$ cat src/rtl/button_pkg.sv
// rtl/button_pkg.sv - shared types and constants for the pushbutton conditioner
//
// Purpose: per-channel debounce state encoding, channel index names and the
// default channel count used by button_conditioner and button_channel.
// Ports: none (package).

package button_pkg;

  typedef enum logic [1:0] {
    IDLE,
    WAIT_PRESS,
    PRESSED,
    WAIT_RELEASE
  } btn_state_e;

  // Bit positions of the game's buttons in btn_raw and every output vector.
  localparam int BTN_START = 0;
  localparam int BTN_A     = 1;
  localparam int BTN_B     = 2;

  localparam int N_BTN_DEFAULT = 3;

endpackage

$ cat src/rtl/button_channel.sv
// rtl/button_channel.sv - one pushbutton: synchronizer, debounce FSM, press/release/long pulses
//
// Purpose: conditions a single asynchronous active-high button level.
// Ports:
//   clk_i      rising-edge clock
//   rst_i      synchronous active-high reset
//   raw_i      asynchronous raw button level
//   level_o    debounced level
//   press_o    one-cycle pulse on accepted press
//   release_o  one-cycle pulse on accepted release
//   long_o     one-cycle pulse once a press has been held HOLD_CYCLES clocks

module button_channel
  import button_pkg::*;
#(
  parameter int DEBOUNCE_CYCLES = 500000,
  parameter int HOLD_CYCLES     = 100000000
) (
  input  logic clk_i,
  input  logic rst_i,
  input  logic raw_i,
  output logic level_o,
  output logic press_o,
  output logic release_o,
  output logic long_o
);

  localparam int CNT_W = $clog2(HOLD_CYCLES + 1);
  localparam logic [CNT_W-1:0] CNT_ONE  = CNT_W'(1);
  localparam logic [CNT_W-1:0] DB_LAST  = CNT_W'(DEBOUNCE_CYCLES - 1);
  localparam logic [CNT_W-1:0] HOLD_MAX = CNT_W'(HOLD_CYCLES);

  logic             sync1_q;
  logic             sync_q;
  btn_state_e       state_q;
  logic [CNT_W-1:0] cnt_q;
  logic [CNT_W-1:0] cnt_d;
  logic             long_done_q;
  logic             level_q;
  logic             press_q;
  logic             release_q;
  logic             long_q;

  assign cnt_d = cnt_q + CNT_ONE;

  always_ff @(posedge clk_i) begin
    if (rst_i) begin
      sync1_q     <= 1'b0;
      sync_q      <= 1'b0;
      state_q     <= IDLE;
      cnt_q       <= '0;
      long_done_q <= 1'b0;
      level_q     <= 1'b0;
      press_q     <= 1'b0;
      release_q   <= 1'b0;
      long_q      <= 1'b0;
    end else begin
      sync1_q   <= raw_i;
      sync_q    <= sync1_q;
      press_q   <= 1'b0;
      release_q <= 1'b0;
      long_q    <= 1'b0;
      case (state_q)
        IDLE: begin
          level_q     <= 1'b0;
          long_done_q <= 1'b0;
          if (sync_q) begin
            state_q <= WAIT_PRESS;
            cnt_q   <= CNT_ONE;
          end
        end
        WAIT_PRESS: begin
          if (!sync_q) begin
            state_q <= IDLE;
            cnt_q   <= '0;
          end else if (cnt_q == DB_LAST) begin
            state_q <= PRESSED;
            cnt_q   <= '0;
            level_q <= 1'b1;
            press_q <= 1'b1;
          end else begin
            cnt_q <= cnt_d;
          end
        end
        PRESSED: begin
          if (!sync_q) begin
            state_q <= WAIT_RELEASE;
            cnt_q   <= CNT_ONE;
          end else if (cnt_q != HOLD_MAX) begin
            // Hold counter saturates; long_done keeps a bounce-restarted
            // hold from firing a second long pulse within one press.
            cnt_q <= cnt_d;
            if (cnt_d == HOLD_MAX && !long_done_q) begin
              long_q      <= 1'b1;
              long_done_q <= 1'b1;
            end
          end
        end
        WAIT_RELEASE: begin
          if (sync_q) begin
            state_q <= PRESSED;
            cnt_q   <= '0;
          end else if (cnt_q == DB_LAST) begin
            state_q   <= IDLE;
            cnt_q     <= '0;
            level_q   <= 1'b0;
            release_q <= 1'b1;
          end else begin
            cnt_q <= cnt_d;
          end
        end
        default: begin
          state_q <= IDLE;
          cnt_q   <= '0;
        end
      endcase
    end
  end

  assign level_o   = level_q;
  assign press_o   = press_q;
  assign release_o = release_q;
  assign long_o    = long_q;

endmodule

$ cat src/rtl/button_conditioner.sv
// rtl/button_conditioner.sv - conditions the Start/BotonA/BotonB pushbuttons for the game FSM
//
// Purpose: N_BTN independent button_channel instances.
// Ports:
//   clock        rising-edge system clock
//   Reset        synchronous active-high reset
//   btn_raw      asynchronous raw button levels (bit 0 Start, 1 BotonA, 2 BotonB)
//   btn_level    debounced levels
//   btn_press    one-cycle pulses on accepted press
//   btn_release  one-cycle pulses on accepted release
//   btn_long     one-cycle pulses after a press is held HOLD_CYCLES clocks

module button_conditioner
  import button_pkg::*;
#(
  parameter int N_BTN           = N_BTN_DEFAULT,
  parameter int DEBOUNCE_CYCLES = 500000,
  parameter int HOLD_CYCLES     = 100000000
) (
  input  logic             clock,
  input  logic             Reset,
  input  logic [N_BTN-1:0] btn_raw,
  output logic [N_BTN-1:0] btn_level,
  output logic [N_BTN-1:0] btn_press,
  output logic [N_BTN-1:0] btn_release,
  output logic [N_BTN-1:0] btn_long
);

  for (genvar g = 0; g < N_BTN; g++) begin : g_ch
    button_channel #(
      .DEBOUNCE_CYCLES (DEBOUNCE_CYCLES),
      .HOLD_CYCLES     (HOLD_CYCLES)
    ) u_channel (
      .clk_i     (clock),
      .rst_i     (Reset),
      .raw_i     (btn_raw[g]),
      .level_o   (btn_level[g]),
      .press_o   (btn_press[g]),
      .release_o (btn_release[g]),
      .long_o    (btn_long[g])
    );
  end

endmodule
$ cat config.mk
export PLATFORM = sky130hd
export DESIGN_NAME = button_conditioner
export DESIGN_NICKNAME = d
export VERILOG_FILES = /design/src/rtl/button_pkg.sv /design/src/rtl/button_channel.sv /design/src/rtl/button_conditioner.sv
export SDC_FILE = /design/constraint.sdc
export NUM_CORES = 1
export LEC_CHECK = 0
export CORE_UTILIZATION = 25
export CTS_BUF_LIST = sky130_fd_sc_hd__clkbuf_4 sky130_fd_sc_hd__clkbuf_8 sky130_fd_sc_hd__clkbuf_16
export CTS_CLUSTER_SIZE = 14
export DETAILED_ROUTE_END_ITERATION = 8
export PLACE_DENSITY = 0.38
export RECOVER_POWER = 50
export SYNTH_ARGS = -nofsm -noshare
export SYNTH_HDL_FRONTEND = slang
export SYNTH_SLANG_ARGS = --single-unit
$ cat constraint.sdc
create_clock -name clock -period 2.6 [get_ports clock]
set_input_delay 0.52 -clock clock [delete_from_list [all_inputs] [get_ports clock]]
set_output_delay 0.52 -clock clock [all_outputs]
set_load 0.1 [all_outputs]
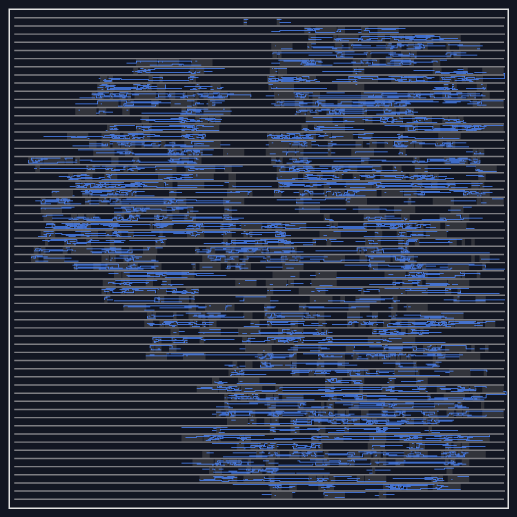
*Metal 1, run 1*
Drawn at 3 px/µm. Supply wires on this layer in gray. Cells faint in the background.
The longest straight run is 67.2 µm. The layer holds 52% of the routed length.
routing usage on met1: 0.2183
Routed Wire Length: 20780 µm
Via Count: 6635

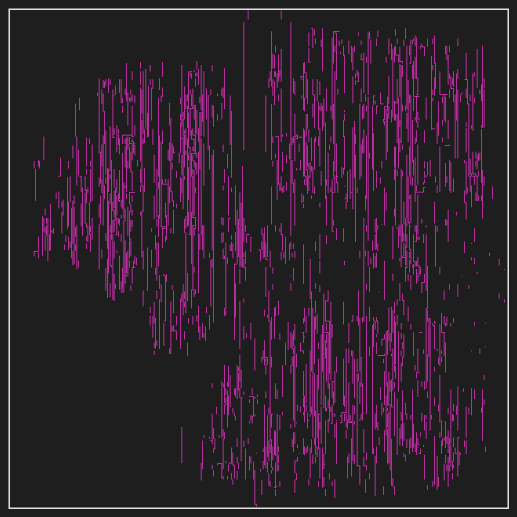
*Signal wires on met2, run 1*
Drawn at 3 px/µm.
The longest straight run is 71.1 µm. The layer carries 9020 µm of wire. 754 nets have wire on it. The layer holds 43% of the routed length.
met2 Track Usage GR: 0.2303

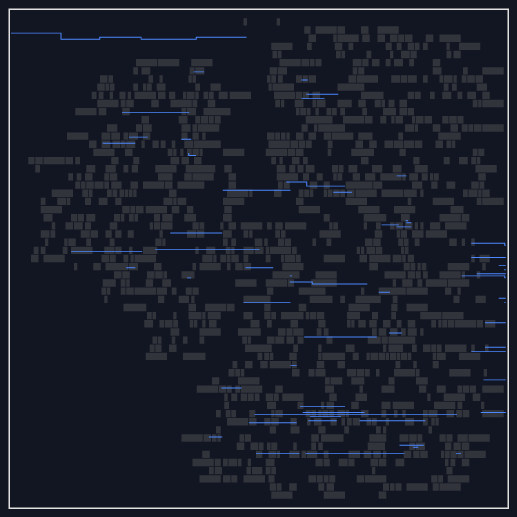
*M3 wires, run 1*
Drawn at 3 px/µm. Cells faint in the background.
The layer carries 695 µm of wire. The layer holds 3.4% of the routed length. 47 nets have wire on it. The longest straight run is 67.2 µm. The wires run mostly horizontal.
met3 usage: 0.02431

==> job_summary.md, run 1 <==
## Synthesis and layout report

| Metric | Value |
|---|---|
| Outcome | `complete, but fails checks` |
| Failing checks | `DRC` |
| Worst hold slack | `around 440 ps` |
| Final #Nets | `964` |
| Clock Root Buffer | `clkbuf_16` |
| Die W | `165.8 µm` |
| FFs w/ async S/R, synth | `0` |
| Die height | `165.8 µm` |
| Buffers on Ports | `16` |
| And+or+nand+nor area frac | `0.3123` |
| DR WL/cell | `16.11 µm` |
| Yosys warning total | `0` |
| CP peak stage delay | `500 ps` |
| First-pass DRT Iterations | `6` |
| Max Buffers Root-to-Sink | `2` |
| CP max-delay cell | `or4_1` |
| First-pass GRT wire length | `33560 µm` |
| Min-delay worst type | `register to register` |
| Initial antenna violation count | `0` |
| # diodes | `0` |
| R2r setup slk | `90 ps` |
| Slew Limit Fails | `0` |
| Final critical-path setup slack | `88.11 ps` |
| Crit path DAT | `2820 ps` |
| Final Cycle Share | `0.9661` |
| Via density | `5.143` |
| Crit. End Element | `register` |
| HPWL Detailed | `15270 µm` |
| YS chip area | `6708 µm²` |
| Ys cells | `871` |
| Synth Area in Adders | `0.01679` |
| Total die area | `27490 µm²` |
| Top_reg_cell synth | `dfxtp_1` |
| Tightest Pin Transition | `1184 ps` |
| Overflow after GRT | `0` |
| Final setup viols | `0` |
| Crit Reg-Reg Startpoint | `g_ch[1].u_channel.cnt_q[0]` |
| Gpl congestion | `around 0.83` |
| Core ar. | `between 20000 and 30000 µm²` |
| Clock sink count | `roughly 110` |
| RSZ-0062 raised after global routing | `true` |
| CP startpoint | `g_ch[1].u_channel.cnt_q[0]` |
| Placed standard-cell area | `roughly 7900 µm²` |
| DP Worst Slack | `-44.82 ps` |
| Static Leak | `approximately 3.0 nW` |
| Flops out of synthesis | `about 110` |
| Mapped Cells | `871` |
| CTS tree | `yes` |
| RR Endpoint | `g_ch[1].u_channel.cnt_q[26]` |
| Share of cells above drive strength 1 | `0.2042` |
| Total tool warning count | `33` |
| Critical path cell sequence | `ha_1, and4_2, and3_1, and4b_1, o31a_1, buf_12, nand2b_1, or4_1, nand2_1` |
| Post-synth mux share | `0.004477` |
| Flip-flops with a built-in enable | `0` |
| Kind of critical path | `register to register` |
| Post-Syn Area | `6708 µm²` |
| Residual DRC | `2` |
| Largest net degree at the start of global routing | `28` |
| Post-DRT Antenna Nets | `0` |
| Post-route cell area | `8418 µm²` |
| Average cell area after synthesis | `7.701 µm²` |
| R2R depth | `9` |
| Hold Path Sink | `g_ch[1].u_channel.sync_q` |
| XOR/XNOR Area Share | `0.03264` |
| Crit start category | `register` |
| Max-cap viol count | `0` |
| Syn nets | `885` |
| Vias in the first global route | `between 6000 and 7000` |
| Pwr Density | `380.1 nW/µm²` |
| CP Max Fanout | `7` |
| Setup crit end | `g_ch[1].u_channel.cnt_q[26]` |
| Final Core Density | `0.3212` |
| Worst vdd ir | `around 0.33 mV` |
| Hold Path Depth | `1` |
| Worst EP required | `2900 ps` |
| Clk ins delay skew pair | `360 ps` |
| Initial Utilization | `0.2560` |
| Worst Hold Launch | `g_ch[1].u_channel.sync1_q` |
| Compound Share, Synth | `0.2395` |
[run 1: layout make-up]
| class | count | area, µm² |
|---|---|---|
| multi-input combinational | 660 | 4232 |
| clock buffer | 11 | 252.7 |
| fill | 2782 | 17790 |
| timing repair buffer | 148 | 1209 |
| tap | 335 | 419.2 |
| inverter | 23 | 86.33 |
| clock inverter | 5 | 42.54 |
| sequential | 108 | 2177 |
[run 1: worst max-delay path, delay by kind of cell, from the launching register on]
kind                       cells  cell delay (ps)
DFF                            1              310
adders and majority gates      1              210
AOI/OAI and AO/OA              1              340
and+or+nand+nor                6             1430
buffers and inverters          1              160
[run 1: state kept, by name (all words and copies together), names as in the netlist, named ones only]
register and cells:
g_ch.u_channel.cnt_q 81, g_ch.u_channel.release_o 3, g_ch.u_channel.state_q 3, g_ch.u_channel.sync1_q 3, g_ch.u_channel.long_done_q 3, g_ch.u_channel.level_o 3, g_ch.u_channel.sync_q 3, g_ch.u_channel.press_o 3
g_ch.u_channel.long_o 3
[run 1: report_power, final]
| group | internal [mW] | switching [mW] | total (mW) | leakage [nW] |
|---|---|---|---|---|
| registers | 1.66 | 0.0110 | 1.67 | 0.876 |
| clock network | 0.715 | 0.699 | 1.41 | 0.143 |
| logic | 0.0441 | 0.0704 | 0.114 | 1.94 |
| total | 2.42 | 0.780 | 3.20 | 2.96 |
[run 1: through the flow]
| stage | cells | total power, mW | setup TNS, ps |
|---|---|---|---|
| global route | 1290 | 3.336 | -22.29 |
| global placement | 1266 | 1.831 | -13.42 |
| floorplan | 871 | 1.766 | 0 |
| CTS | 1282 | 3.261 | 0 |
| detailed placement | 1266 | 1.829 | -86.32 |
| finish | 1290 | 3.200 | 0 |
[run 1: logic make-up after synthesis]
kind of cell | Yosys count
and+or+nand+nor | 368
AOI/OAI and AO/OA | 255
DFF | 108
buffers and inverters | 103
xor gates and xnor gates | 25
adders and majority gates | 9
muxes | 3
[run 1: Yosys cell counts (16+ instances only)]
library cell / n / area (µm²)
dfxtp_1: 108 / 2162
nor4_1: 19 / 118.9
a31oi_1: 29 / 181.4
a21oi_1: 46 / 230.2
and3_1: 16 / 100.1
nand4_1: 20 / 125.1
nand2b_1: 18 / 112.6
nor2b_1: 18 / 112.6
buf_2: 24 / 120.1
nor3_1: 27 / 135.1
nand3_1: 41 / 205.2
nand2_1: 69 / 259.0
nor2_1: 56 / 210.2
xnor2_1: 17 / 148.9
o31ai_1: 32 / 240.2
o21ai_0: 82 / 410.4
clkbuf_1: 36 / 135.1
inv_1: 23 / 86.33
[run 1: what timing repair did]
action,in CTS,in global routing
setup buffers,0,5
resized,4,34
hold endpoints to repair,0,0
pin swaps,0,9
gates cloned,0,3
hold buffers,0,0
setup endpoints to repair,5,49
[run 1: metal layers]
| layer | GRT usage | share of wire | up-vias |
|---|---|---|---|
| met4 | 0.03860 | 0.010 | 0 |
| met2 | 0.2303 | 0.43 | 93 |
| met3 | 0.02431 | 0.033 | 14 |
| met5 | 0 | 0 | - |
| met1 | 0.2183 | 0.52 | 3136 |
| li1 | - | - | 3392 |
--- run 2 (diff from run 1) ---
CORE_UTILIZATION = 53   (was 25)
PLACE_DENSITY = 0.71   (was 0.38)
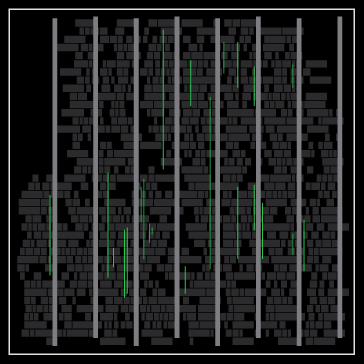
*Met4 routing, run 2*
Drawn at 3 px/µm. Supply wires on this layer in gray. Cells faint in the background.
The layer carries 411 µm of wire. 19 nets have wire on it.
Routed Wire Length: 18070 µm
Via Count: 6920

==> run 2 against run 1 <==
The flow now finishes without violations; sequential cell count stayed put; fmax fell by 1.8%; via count rose by 4.3%; clock-buffer cell count is 2 lower; first-iteration DRC count rose by 53%; global-route usage up 13 points; largest cell class unchanged; largest power group unchanged.
==> job_summary.md, run 2 <==
## Synthesis and layout report

| Metric | Value |
|---|---|
| Average cell area after synthesis | `7.701 µm² (unchanged)` |
| Final non-filler cell total | `1100 (-15%)` |
| CP max-delay cell | `or4_4` |
| Cell variety after synth | `74` |
| Mapped Cells | `871 (unchanged)` |
| Max Buffers Root-to-Sink | `2 (unchanged)` |
| Final #Nets | `941 (-2.4%)` |
| DR WL met3 | `1211 µm (+74%)` |
| Slew margin rel. | `0.1672` |
| R2R depth | `9 (unchanged)` |
| Most common cell in the netlist | `dfxtp_1` |
| Most frequent cells in the layout | `101 x buf_4, 98 x dfxtp_1, 80 x o21ai_0, 69 x nand2_1, 56 x nor2_1` |
| Crit path DAT | `2800 ps (-20 ps)` |
| DP Worst Slack | `20.67 ps (+65.50 ps)` |
| Die height | `114.5 µm (-31%)` |
| Ports | `17` |
| Biggest register | `g_ch.u_channel.cnt_q` |
| Worst vdd ir | `0.3465 mV (+3.6%)` |
| Core ar. | `12160 µm² (-54%)` |
| Critical path cell sequence | `or4b_4, or4_4, o21ai_2, o31a_1, buf_6, buf_4, nor2_1, o21ai_0, o41ai_1` |
| Post-DRT Antenna Nets | `0 (unchanged)` |
| Placed standard-cell area | `7471 µm² (-5.7%)` |
| Initial antenna violation count | `0 (unchanged)` |
| Buffers on Ports | `16 (unchanged)` |
| RR Endpoint | `g_ch[1].u_channel.cnt_q[23]` |
| CP Max Fanout | `8 (+1)` |
| FFs w/ async S/R, synth | `0 (unchanged)` |
| Global Route Usage Sum | `0.2791` |
| Share of cells above drive strength 1 | `0.1888 (-0.01535)` |
| Synth cell count leaders | `108 x dfxtp_1, 82 x o21ai_0, 69 x nand2_1, 56 x nor2_1, 46 x a21oi_1` |
| Top cell area share | `0.3223 (unchanged)` |
| CP peak stage delay | `560 ps (+60 ps)` |
| Worst hold slack | `447.1 ps (+3.968 ps)` |
| Initial Utilization | `0.5515 (+0.2956)` |
| Final setup viols | `0 (unchanged)` |
| Crit Reg-Reg Startpoint | `g_ch[1].u_channel.cnt_q[11]` |
| Final min period | `2558 ps` |
| Flops out of synthesis | `108 (unchanged)` |
| Top routing layer used | `met4` |
| Flip-flops with a built-in enable | `0 (unchanged)` |
| HPWL Detailed | `12830 µm (-16%)` |
| Via density | `6.291 (+22%)` |
| Met1 wire length | `7936 µm (-27%)` |
| Max-cap viol count | `0 (unchanged)` |
| Kind of critical path | `register to register` |
| Area Overhead vs Synth | `18.09%` |
| Final hold vios | `0` |
| Static Leak | `2.775 nW (-6.3%)` |
| Outcome | `finished clean` |
| Final Skew | `6.826 ps` |
| Min-delay worst type | `register to register` |
| Num CTS Buffers | `9` |
| Residual DRC | `0 (-2)` |
| H-Tree Level Count | `3` |
| Fillcell total | `1063 (-62%)` |
| First-pass GRT wire length | `29480 µm (-12%)` |
| Hold Path Depth | `1 (unchanged)` |
| Synth area leaders | `dfxtp_1 32%, o21ai_0 6.1%, nand2_1 3.9%, o31ai_1 3.6%, a21oi_1 3.4%` |
| Register area share after synthesis | `0.3223` |
| YS chip area | `6708 µm² (unchanged)` |
| Clk pin slew, worst setup/hold paths | `roughly 80 ps` |
| FMAX | `390.9 MHz` |
| Crit start category | `register` |
| R2r setup slk | `40 ps (-50 ps)` |
| Placed cell count | `1075 (-15%)` |
| DR WL/cell | `16.42 µm (+2.0%)` |
| Crit. End Element | `register` |
| Initial DRC count | `~670` |
| Final Cycle Share | `0.9839 (+0.01775)` |
| Total tool warning count | `33 (unchanged)` |
| Post-route cell area | `7921 µm² (-5.9%)` |
| Clock Root Buffer | `clkbuf_16` |
| Ys cells | `871 (unchanged)` |
| Worst EP required | `2840 ps (-60 ps)` |
| Top_reg_cell synth | `dfxtp_1` |
| Commonest Layout Cell | `buf_4` |
| Gpl congestion | `0.9230 (+11%)` |
| Max FFs per register | `81 (unchanged)` |
| Hold-fix buffers at CTS | `0 (unchanged)` |
| CTS tree | `yes` |
| Pwr Density | `391.8 nW/µm² (+3.1%)` |
| WL met2 | `8507 µm (-5.7%)` |
| Syn nets | `885 (unchanged)` |
| Largest net degree at the start of global routing | `44 (+57%)` |
| Slew Limit Fails | `0 (unchanged)` |
| Vias in the first global route | `6255 (+1.4%)` |
| First-pass DRT Iterations | `6 (unchanged)` |
| Yosys warning total | `0 (unchanged)` |
| Hold Path Sink | `g_ch[1].u_channel.sync_q` |
| Tightest Pin Transition | `1249 ps (+65.03 ps)` |
| Overflow after GRT | `0 (unchanged)` |
| # diodes | `0 (unchanged)` |
| Post-Syn Area | `6708 µm² (unchanged)` |
| Worst Hold Launch | `g_ch[1].u_channel.sync1_q` |
| Clk ins delay skew pair | `360 ps (about the same)` |
| Rows | `~40` |
| Die W | `114.5 µm (-31%)` |
| Final critical-path setup slack | `41.95 ps (-46.16 ps)` |
| Clock sink count | `108 (unchanged)` |
| Largest area contributor in the netlist | `dfxtp_1` |
| Total die area | `13110 µm² (-52%)` |
-- run 2: cell count changes in the layout (fill, tap and decap cells not counted), moves of 3 or more --
cell      change
buf_4        -14
dfxtp_2       +3
clkbuf_1      -3
o21ai_0       +3
o21ai_1       -3
buf_6         +3
nor4_4        -3
nor4_2        +4
buf_12        -6
-- run 2: final cells by class --
| class | instances | area, µm² | area share |
|---|---|---|---|
| Inverter | 23 | 86.33 | 0.01090 |
| Multi-Input combinational cell | 660 | 4203 | 0.5306 |
| Timing Repair Buffer | 125 | 960.9 | 0.1213 |
| Tap cell | 168 | 210.2 | 0.02654 |
| Clock inverter | 7 | 58.81 | 0.007424 |
| Clock buffer | 9 | 225.2 | 0.02843 |
| Sequential cell | 108 | 2177 | 0.2748 |
-- run 2: worst max-delay path by stage --
stage                                start                             to  slack [ps]  cells after the start
2_1_floorplan   g_ch[2].u_channel.cnt_q[1]  g_ch[2].u_channel.long_done_q           5                      9
3_3_place_gp                         Reset  g_ch[1].u_channel.long_done_q          80                      6
3_5_place_dp   g_ch[1].u_channel.cnt_q[25]    g_ch[1].u_channel.cnt_q[10]          20                      8
4_1_cts         g_ch[1].u_channel.cnt_q[5]    g_ch[1].u_channel.cnt_q[10]         -10                      8
5_1_grt         g_ch[0].u_channel.cnt_q[8]     g_ch[0].u_channel.cnt_q[2]         -30                      8
6_report       g_ch[1].u_channel.cnt_q[11]    g_ch[1].u_channel.cnt_q[23]          40                      9
-- run 2: logic make-up (layout without fill, tap and decap cells) --
logic type | count (synthesis) | after routing | synth area share
xor+xnor | 25 | 25 | 0.03264
buf+inv | 103 | 164 | 0.07200
mux | 3 | 3 | 0.004477
compound gates | 255 | 255 | 0.2395
simple gates | 368 | 368 | 0.3123
flops | 108 | 108 | 0.3223
fa+ha+maj | 9 | 9 | 0.01679
-- run 2: stage by stage --
| stage | setup TNS [ps] | utilization | power, mW |
|---|---|---|---|
| 3_3_place_gp | 0 | 0.6143 | 1.807 |
| 2_1_floorplan | 0 | - | 1.766 |
| 6_report | 0 | 0.6513 | 3.104 |
| 3_5_place_dp | 0 | 0.6143 | 1.809 |
| 5_1_grt | -55.16 | 0.6513 | 3.223 |
| 4_1_cts | -14.95 | 0.6377 | 3.133 |
-- run 2: power by group --
part,switching [mW],internal [mW]
Sequential,0.0124,1.66
Clock,0.666,0.666
Combinational,0.0618,0.0365
-- run 2: critical path: cells and delay by family, from the launching register on --
kind            cells  cell delay, ps
flops               1             320
compound gates      4             660
buf+inv             2             300
simple gates        3            1150
-- run 2: repair_timing --
| item | in CTS | in global routing |
|---|---|---|
| cloned | 0 | 1 |
| pin swaps | 0 | 11 |
| gates resized | 0 | 35 |
| setup endpoints to repair | 1 | 61 |
| buffers inserted | 0 | 8 |
-- run 2: metal layers --
metal	up-vias	global-route usage
li1	3352	-
met1	3266	0.3638
met2	256	0.4509
met3	46	0.06194
met4	0	0.1048
met5	-	0
--- run 3 (diff from run 2) ---
PLACE_DENSITY = 0.75   (was 0.71)
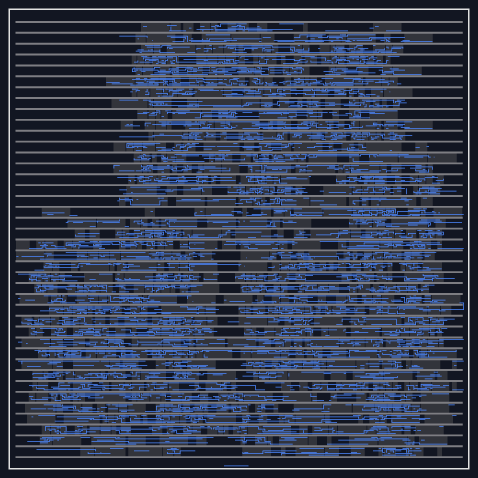
*Metal 1, run 3*
Drawn at 4 px/µm. Supply wires on this layer in gray. Cells faint in the background.
The longest straight run is 26.7 µm. The layer carries 8200 µm of wire. 904 nets have wire on it.

==> run 3 against run 2 <==
Synthesized cell count is the same; sequential cell count is the same; die area is the same; power grew 3.0%; setup slack gained 8.4 ps; routed wire length grew 5.3%; via count grew 1.5%; sequential power is essentially flat; clock power grew 6%.
==> job_summary.md, run 3 <==
## Synthesis and layout report

| Metric | Value |
|---|---|
| Crit. End Element | `register` |
| Synth Area in Adders | `0.01679 (unchanged)` |
| Final Skew | `7.747 ps (+0.9211 ps)` |
| FMAX | `392.2 MHz (+0.33%)` |
| Kind of critical path | `register to register` |
| Post-synth mux share | `0.004477 (unchanged)` |
| Dominant comb cell | `simple AND/OR/NAND/NOR gates` |
| Top delay family on crit path | `simple AND/OR/NAND/NOR gates` |
| Total die area | `13110 µm² (unchanged)` |
| Final critical-path setup slack | `50.34 ps (+8.391 ps)` |
| DR WL/cell | `17.24 µm (+5.0%)` |
| Logic pwr share | `0.037 (+0.005)` |
| Internal power | `2.465 mW (+4.3%)` |
| Synth cell count leaders | `108 x dfxtp_1, 82 x o21ai_0, 69 x nand2_1, 56 x nor2_1, 46 x a21oi_1` |
| Via density | `6.361 (+1.1%)` |
| Hold Path Sink | `g_ch[1].u_channel.sync_q` |
| Clock share of power | `0.441 (+0.012)` |
| Register area | `2175 µm² (-0.11%)` |
| CP Max Fanout | `6 (-2)` |
| Switching power | `0.7325 mW (-1.1%)` |
| CTS tree | `yes` |
| Initial antenna violation count | `0 (unchanged)` |
| Core ar. | `12160 µm² (unchanged)` |
| Routed Wire Length | `19030 µm (+5.3%)` |
| First-pass GRT wire length | `30710 µm (+4.2%)` |
| Crit Reg-Reg Startpoint | `g_ch[0].u_channel.cnt_q[5]` |
| XOR/XNOR Area Share | `0.03264 (unchanged)` |
| Post-DRT Antenna Nets | `0 (unchanged)` |
| Global Route Usage Sum | `0.2917 (+0.01259)` |
| R2R depth | `11 (+2)` |
| CP peak stage delay | `560 ps (about the same)` |
| Final #Nets | `946 (+0.53%)` |
| Clk ins delay skew pair | `360 ps (about the same)` |
| Switching share of power | `0.2291 (-0.009445)` |
| # diodes | `0 (unchanged)` |
| Via Count | `7023 (+1.5%)` |
| Tightest Pin Transition | `1189 ps (-59.96 ps)` |
| Cell variety after synth | `74 (unchanged)` |
| Pwr Density | `401.1 nW/µm² (+2.4%)` |
| Compound Share, Synth | `0.2395 (unchanged)` |
| Gpl congestion | `0.9214 (-0.17%)` |
| Clock Root Buffer | `clkbuf_16` |
| Post-route cell area | `7971 µm² (+0.63%)` |
| Slew Limit Fails | `0 (unchanged)` |
| Residual DRC | `0 (unchanged)` |
| Largest area contributor in the netlist | `dfxtp_1` |
| Min-delay worst type | `register to register` |
| H-Tree Level Count | `3 (unchanged)` |
| DP Worst Slack | `-10.26 ps (-30.93 ps)` |
| Hold Path Depth | `1 (unchanged)` |
| Clock sink count | `108 (unchanged)` |
| Yosys warning total | `0 (unchanged)` |
| And+or+nand+nor area frac | `0.3123 (unchanged)` |
| Commonest Layout Cell | `dfxtp_1` |
| Overflow after GRT | `0 (unchanged)` |
| Rows | `40 (unchanged)` |
| Worst EP required | `2850 ps (about the same)` |
| Logic area | `4175 µm² (-0.66%)` |
| Max-cap viol count | `0 (unchanged)` |
| Most common cell in the netlist | `dfxtp_1` |
| Crit path DAT | `2800 ps (about the same)` |
| Die W | `114.5 µm (unchanged)` |
| Fillcell total | `969 (-8.8%)` |
| Slew margin rel. | `0.2106 (+0.04337)` |
| Average cell area after synthesis | `7.701 µm² (unchanged)` |
| Buffers on Ports | `16 (unchanged)` |
| Final non-filler cell total | `1104 (+0.36%)` |
| HPWL Detailed | `12950 µm (+0.93%)` |
| Static Leak | `2.807 nW (+1.1%)` |
| Outcome | `finished clean` |
| CP max-delay cell | `or4b_4` |
| Die height | `114.5 µm (unchanged)` |
| RR Endpoint | `g_ch[0].u_channel.cnt_q[4]` |
| FFs w/ async S/R, synth | `0 (unchanged)` |
| Critical path cell sequence | `or4b_4, nor4_4, buf_4, a21oi_1, a31oi_4, buf_12, buf_12, buf_4, nor2_1, o21ai_0, o31ai_1` |
| Final min period | `2550 ps (-8.391 ps)` |
| YS chip area | `6708 µm² (unchanged)` |
| Register area share after synthesis | `0.3223 (unchanged)` |
| Synth area leaders | `dfxtp_1 32%, o21ai_0 6.1%, nand2_1 3.9%, o31ai_1 3.6%, a21oi_1 3.4%` |
| Ports | `17 (unchanged)` |
| Mapped Cells | `871 (unchanged)` |
| Vias in the first global route | `6403 (+2.4%)` |
| Post-route setup TNS | `0 ps (unchanged)` |
| Biggest register | `g_ch.u_channel.cnt_q` |
| Stages on the worst setup path | `11 (+2)` |
| Largest net degree at the start of global routing | `37 (-16%)` |
| Crit start category | `register` |
| Reg power frac | `0.523 (-0.016)` |
| Clk pin slew, worst setup/hold paths | `70 ps (about the same)` |
| Placed cell count | `1070 (-0.47%)` |
| Initial DRC count | `706 (+5.7%)` |
| CP Buf/Inv Count | `4 (+2)` |
| Final hold vios | `0 (unchanged)` |
| Final setup viols | `0 (unchanged)` |
| Hold-fix buffers at CTS | `0 (unchanged)` |
| Total tool warning count | `32 (-3.0%)` |
| CP startpoint | `g_ch[0].u_channel.cnt_q[5]` |
| Area Overhead vs Synth | `18.84%` |
| Max FFs per register | `81 (unchanged)` |
| Placed standard-cell area | `7425 µm² (-0.62%)` |
| Top cell area share | `0.3223 (unchanged)` |
| Share of cells above drive strength 1 | `0.1827 (-0.006149)` |
| Initial Utilization | `0.5515 (unchanged)` |
| Total power | `3.197 mW (+3.0%)` |
| Flip-flops with a built-in enable | `0 (unchanged)` |
| Ys cells | `871 (unchanged)` |
| First-pass DRT Iterations | `5 (-1)` |
| Top_reg_cell synth | `dfxtp_1` |
| Max Buffers Root-to-Sink | `2 (unchanged)` |
| Worst Hold Launch | `g_ch[1].u_channel.sync1_q` |
| R2r setup slk | `50 ps (about the same)` |
| Final Cycle Share | `0.9806 (-0.003227)` |
| Syn nets | `885 (unchanged)` |
| Num CTS Buffers | `9 (unchanged)` |
| Flops out of synthesis | `108 (unchanged)` |
| Most frequent cells in the layout | `102 x dfxtp_1, 97 x buf_4, 80 x o21ai_0, 69 x nand2_1, 56 x nor2_1` |
| Worst vdd ir | `0.3112 mV (-10%)` |
| Post-Syn Area | `6708 µm² (unchanged)` |
-- run 3: repair_timing --
item	in CTS	in global routing
setup buffers	5	9
gates resized	6	27
gates cloned	0	5
endpoints found under the setup margin	6	44
pin swaps	0	7
-- run 3: worst max path at each step --
stage	to	slack, ps
after floorplan	g_ch[2].u_channel.long_done_q	5
after global placement	g_ch[1].u_channel.cnt_q[10]	70
after detailed placement	g_ch[1].u_channel.cnt_q[10]	-10
after CTS	g_ch[0].u_channel.cnt_q[24]	20
after global routing	g_ch[2].u_channel.long_o	-6
final	g_ch[0].u_channel.cnt_q[4]	50
-- run 3: area by class of cell --
type | instances | area share
well taps | 168 | 0.02637
inverters | 23 | 0.01083
clock buffers | 10 | 0.02919
repair buffers | 130 | 0.1293
multi-input cells | 660 | 0.5238
clock inverters | 5 | 0.007691
flip-flops and latches | 108 | 0.2728
-- run 3: kinds of logic after synthesis --
| group | count (synthesis) |
|---|---|
| buffers and inverters | 103 |
| xor gates and xnor gates | 25 |
| DFF | 108 |
| and+or+nand+nor | 368 |
| AOI/OAI and AO/OA | 255 |
| muxes | 3 |
| adders and majority gates | 9 |
-- run 3: per-stage QoR --
stage                     hold WS, ps  utilization
after CTS                       451.6       0.6394
after detailed placement        435.1       0.6105
after global routing            456.6       0.6555
final                           450.5       0.6555
after global placement          417.5       0.6105
after floorplan                 413.8            -
-- run 3: power groups by stage --
| stage | Clock [mW] | Sequential [mW] | Combinational (mW) |
|---|---|---|---|
| after floorplan | 0 | 1.71 | 0.0556 |
| after global placement | 0 | 1.71 | 0.102 |
| after detailed placement | 0 | 1.71 | 0.105 |
| after CTS | 1.42 | 1.67 | 0.107 |
| after global routing | 1.51 | 1.67 | 0.125 |
| final | 1.41 | 1.67 | 0.117 |
-- run 3: metal layers --
metal  vias up  part of all wire  GRT usage
met4         0             0.022     0.1091
met1      3320              0.43     0.3733
met3        36             0.064    0.05664
met5         -                 0          0
li1       3355                 -          -
met2       312              0.48     0.4861
-- run 3: worst register-to-register path, stage by stage, from the launching register on --
cell,delay [ps]
dfxtp_1,330
or4b_4,560
nor4_4,420
buf_4,180
a21oi_1,80
a31oi_4,220
buf_12,150
buf_12,110
buf_4,110
nor2_1,30
o21ai_0,150
o31ai_1,90

==> screenshots <==
Routing congestion.
(a)
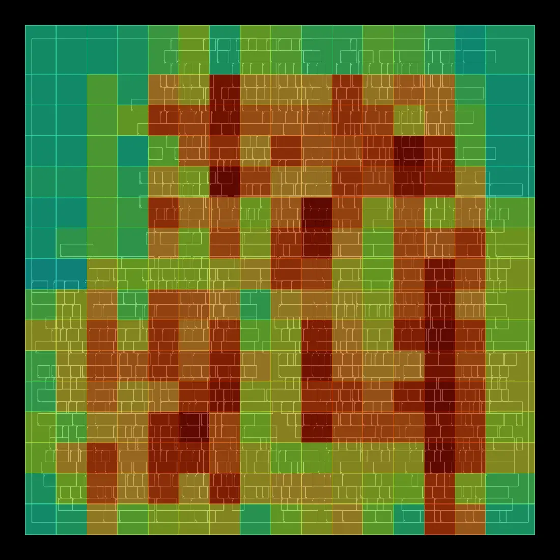
(b)
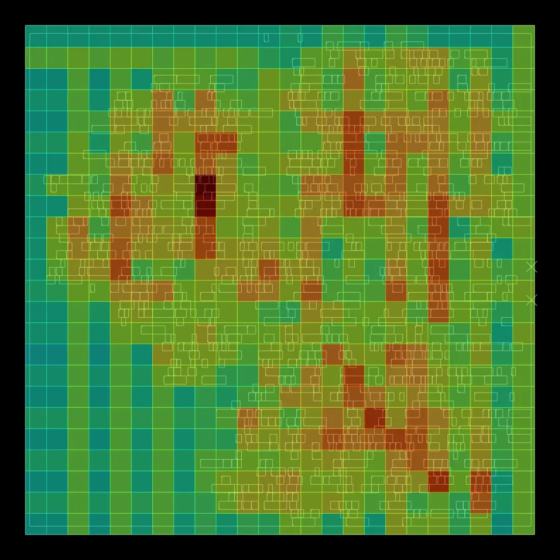
(a) is run 3.
(b) is run 1.

Power is estimated from default activity; no workload was simulated.
